[config.mk]
export PLATFORM = sky130hd
export DESIGN_NAME = pwm_multichannel_gen
export DESIGN_NICKNAME = d
export VERILOG_FILES = /design/src/rtl/pwm_pkg.sv /design/src/rtl/pwm_channel.sv /design/src/rtl/pwm_multichannel_gen.sv
export SDC_FILE = /design/constraint.sdc
export NUM_CORES = 1
export LEC_CHECK = 0
export ABC_CLOCK_PERIOD_IN_PS = 2500
export CAP_MARGIN = 15
export CORE_ASPECT_RATIO = 0.6
export CORE_MARGIN = 10
export CORE_UTILIZATION = 40
export DETAILED_ROUTE_END_ITERATION = 10
export SLEW_MARGIN = 20
export SYNTH_ARGS = -nofsm -noshare
export SYNTH_HDL_FRONTEND = slang
export SYNTH_HIERARCHICAL = 1
export SYNTH_SLANG_ARGS = --single-unit
export TNS_END_PERCENT = 5
[constraint.sdc]
create_clock -name CLK -period 2.5 [get_ports CLK]
set_input_delay 0.625 -clock CLK [delete_from_list [all_inputs] [get_ports CLK]]
set_output_delay 0.625 -clock CLK [all_outputs]
set_load 0.03 [all_outputs]
[src/rtl/pwm_pkg.sv]
// Shared constants, duty type and soft-ramp step helper for the multi-channel PWM.
package pwm_pkg;

   localparam int unsigned CNT_W_DEF  = 16;
   localparam int unsigned PERIOD_DEF = 24000;

   typedef logic [CNT_W_DEF-1:0] duty_t;

   // Move active toward target by at most step; callers zero-extend narrower duties.
   function automatic logic [31:0] ramp_next(input logic [31:0] active,
                                             input logic [31:0] target,
                                             input logic [31:0] step);
      logic [31:0] diff;
      if (target >= active) begin
         diff      = target - active;
         ramp_next = (diff <= step) ? target : active + step;
      end else begin
         diff      = active - target;
         ramp_next = (diff <= step) ? target : active - step;
      end
   endfunction

endpackage

[src/rtl/pwm_channel.sv]
// One PWM compare channel: shadow/active duty, period-boundary load, registered output.
// Optional soft ramp of the active duty under PWM_SOFT_RAMP_EN.
module pwm_channel
   import pwm_pkg::*;
#(
   parameter int unsigned CNT_W     = CNT_W_DEF,
   parameter int unsigned RAMP_STEP = 64
) (
   input  logic             i_clk,
   input  logic             i_rst,
   input  logic             i_en,
   input  logic             i_load,
   input  logic             i_wr,
   input  logic [CNT_W-1:0] i_wr_duty,
   input  logic [CNT_W-1:0] i_cnt,
   output logic             o_pwm,
   output logic [CNT_W-1:0] o_active
);

`ifdef PWM_SOFT_RAMP_EN
   localparam bit RAMP_EN = 1'b1;
`else
   localparam bit RAMP_EN = 1'b0;
`endif

   // An all-ones step makes ramp_next hand back the shadow value unchanged.
   localparam logic [31:0] STEP = RAMP_EN ? 32'(RAMP_STEP) : '1;

   logic [CNT_W-1:0] r_shadow;
   logic [CNT_W-1:0] r_active;
   logic             r_pwm;
   logic [CNT_W-1:0] w_next;

   assign w_next = CNT_W'(ramp_next(32'(r_active), 32'(r_shadow), STEP));

   always_ff @(posedge i_clk) begin
      if (i_rst) begin
         r_shadow <= '0;
         r_active <= '0;
         r_pwm    <= 1'b0;
      end else begin
         if (i_wr) begin
            r_shadow <= i_wr_duty;
         end
         if (i_load) begin
            r_active <= w_next;
         end
         r_pwm <= i_en && (i_cnt < r_active);
      end
   end

   assign o_pwm    = r_pwm;
   assign o_active = r_active;

endmodule

[src/rtl/pwm_multichannel_gen.sv]
// Multi-channel PWM generator: shared period counter, write decode, period_start pulse.
// Soft duty ramping per channel is enabled with PWM_SOFT_RAMP_EN.
module pwm_multichannel_gen
   import pwm_pkg::*;
#(
   parameter int unsigned N_CH      = 4,
   parameter int unsigned CNT_W     = CNT_W_DEF,
   parameter int unsigned PERIOD    = PERIOD_DEF,
   parameter int unsigned RAMP_STEP = 64
) (
   input  logic                                       CLK,
   input  logic                                       Reset,
   input  logic                                       en,
   input  logic                                       wr_en,
   input  logic [((N_CH > 1) ? $clog2(N_CH) : 1)-1:0] wr_ch,
   input  logic [CNT_W-1:0]                           wr_duty,
   output logic                                       period_start,
   output logic [N_CH-1:0]                            pwm_out,
   output logic [N_CH*CNT_W-1:0]                      duty_active
);

   localparam logic [CNT_W-1:0] LAST = CNT_W'(PERIOD - 1);

   logic [CNT_W-1:0] r_cnt;
   logic             r_period_start;
   logic             w_load;
   logic [N_CH-1:0]  w_wr;

   assign w_load = en && (r_cnt == LAST);

   always_ff @(posedge CLK) begin
      if (Reset) begin
         r_cnt          <= '0;
         r_period_start <= 1'b0;
      end else begin
         r_period_start <= en && (r_cnt == '0);
         if (en) begin
            r_cnt <= w_load ? '0 : r_cnt + CNT_W'(1);
         end
      end
   end

   assign period_start = r_period_start;

   // Out-of-range channel indices match no decode line and are dropped.
   for (genvar g = 0; g < N_CH; g++) begin : g_ch
      assign w_wr[g] = wr_en && (32'(wr_ch) == g);

      pwm_channel #(
         .CNT_W     (CNT_W),
         .RAMP_STEP (RAMP_STEP)
      ) u_ch (
         .i_clk     (CLK),
         .i_rst     (Reset),
         .i_en      (en),
         .i_load    (w_load),
         .i_wr      (w_wr[g]),
         .i_wr_duty (wr_duty),
         .i_cnt     (r_cnt),
         .o_pwm     (pwm_out[g]),
         .o_active  (duty_active[g*CNT_W +: CNT_W])
      );
   end

endmodule
==> impl_metrics.json <==
{
  "status": "complete, no violations",
  "crit_end": "g_ch[1].u_ch/o_active[14]",
  "min_path_type": "flop to flop",
  "hold_path_depth": 2,
  "fp.dieW_um": 191.1,
  "wl_met3_mm": 1.218,
  "ctsRootBufferMaster": "clkbuf_16",
  "maxCapViolCount": 0,
  "first_global_vias": 5580,
  "final_common_cell": "dfxtp_1",
  "m1WireLength_mm": 9.751,
  "clk_pin_slew_ns": 0.06,
  "warning_count": 27,
  "p_leak_uw": 0.003291,
  "die_area_mm2": 0.02345,
  "synth_warnings": 6,
  "ys_area_mm2": 0.007028,
  "hold_start": "g_ch[1].u_ch/r_shadow[15]",
  "grtUsageMet1": 0.2316,
  "maxSlewViolCount": 0,
  "instances_no_fill": 1086,
  "fmax_mhz": 459.3,
  "grt_antenna_before_repair": 0,
  "fin_crit_ns": 2.177,
  "use_met2": 0.2423
}
[logic make-up after synthesis]
family / Yosys count / synth area share
flops: 149 / 0.4244
compound gates: 68 / 0.06124
xor+xnor: 12 / 0.01496
buf+inv: 103 / 0.06836
mux: 128 / 0.1823
fa+ha+maj: 62 / 0.1104
simple gates: 212 / 0.1383
[flip-flops by register name (all words and copies together), names as in the netlist]
register / cells
g_ch.u_ch/o_active: 64
g_ch.u_ch/o_pwm: 4
g_ch.u_ch/r_shadow: 64
period_start: 1
r_cnt: 16
[cells in the mapped netlist (all sizes together)]
cell      n  area share
nand2b    2      0.0018
xor2      3      0.0037
and3b     1      0.0012
a211o     4      0.0050
nor2    150       0.080
nand2    12      0.0064
o21a     12       0.013
nand3     5      0.0068
o31ai     1      0.0011
o211ai    6      0.0064
or3       1     0.00089
o21ai    12      0.0085
buf      18       0.023
or4       1      0.0011
nor3      2      0.0014
xnor2     9       0.011
ha       62        0.11
nor4      8      0.0071
o21bai    1      0.0011
a21oi    28       0.022
clkbuf   18      0.0098
nand4    12       0.011
nor3b     9      0.0096
a21o      4      0.0043
inv      67       0.036
and4      5      0.0069
dfxtp   149        0.42
mux2i   128        0.18
and3      2      0.0018
nor4b     2      0.0025
[power by group]
group	total [µW]	internal (µW)	leakage [µW]	switching, µW
sequential	2430	2410	0.00121	20.6
combinational	264	109	0.00178	155
clock	2730	1620	0.000304	1110
total	5430	4140	0.00329	1280
[area by class of cell]
type | instances | area [µm²] | share of cell area
multi-input cells | 482 | 3580 | 0.4009
flip-flops and latches | 149 | 2983 | 0.3341
repair buffers | 122 | 1189 | 0.1331
clock buffers | 17 | 425.4 | 0.04765
well taps | 234 | 292.8 | 0.03279
inverters | 67 | 251.5 | 0.02817
clock inverters | 15 | 207.7 | 0.02326
==> images/layer_met4.png <==
Scale bar: 50 µm. Cells faint in the background.
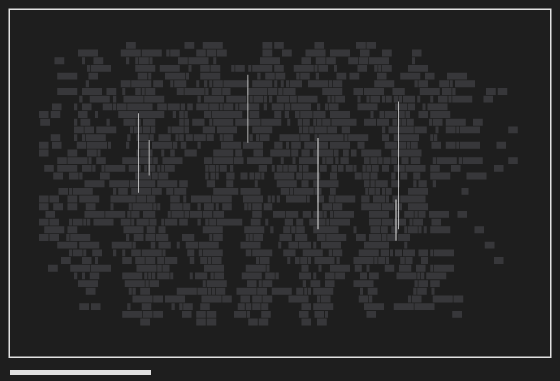
The layer holds 0.81% of the routed length. The longest straight run is 44.9 µm. The layer carries 155 µm of wire. 5 nets have wire on it.
total wire length: 19.26 mm
total number of vias: 5503

==> images/clocks.png <==
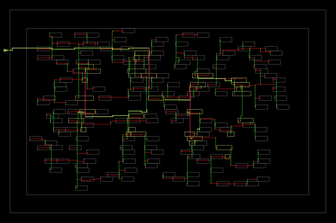
total CTS buffers: 17
clk_skew: 0.01239 ns
CTS sink cnt: 149

==> images/wires.png <==
Two of the layers only.
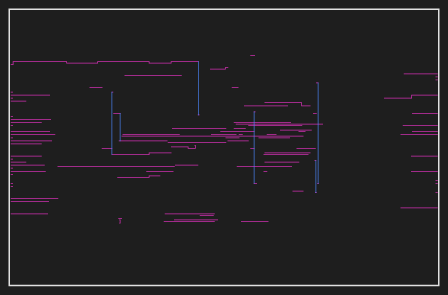
Key: blue = metal 4 [wire length 155 µm]; magenta = metal 3 [wire length 1220 µm]
Routed WL per cell: 17.73 µm
All-Layer GR Usage: 0.1638

==> images/sizes.png <==
Scale bar: 50 µm.
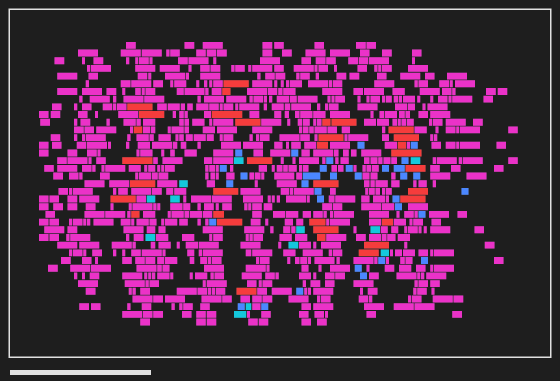
Key: red = _6 and larger [cells 34, share 4.0%]; cyan = _2 cells [cells 12, share 1.4%]; magenta = _0 and _1 cells [cells 773, share 91%]; blue = _3 and _4 cells [cells 33, share 3.9%]
final instance area: 0.008929 mm²
Non-CTS buffers: 122
Layout area overhead: 27.04%
min setup slack post-route: 0.3226 ns

No activity file was given, so power comes from the tool's default toggle rates.
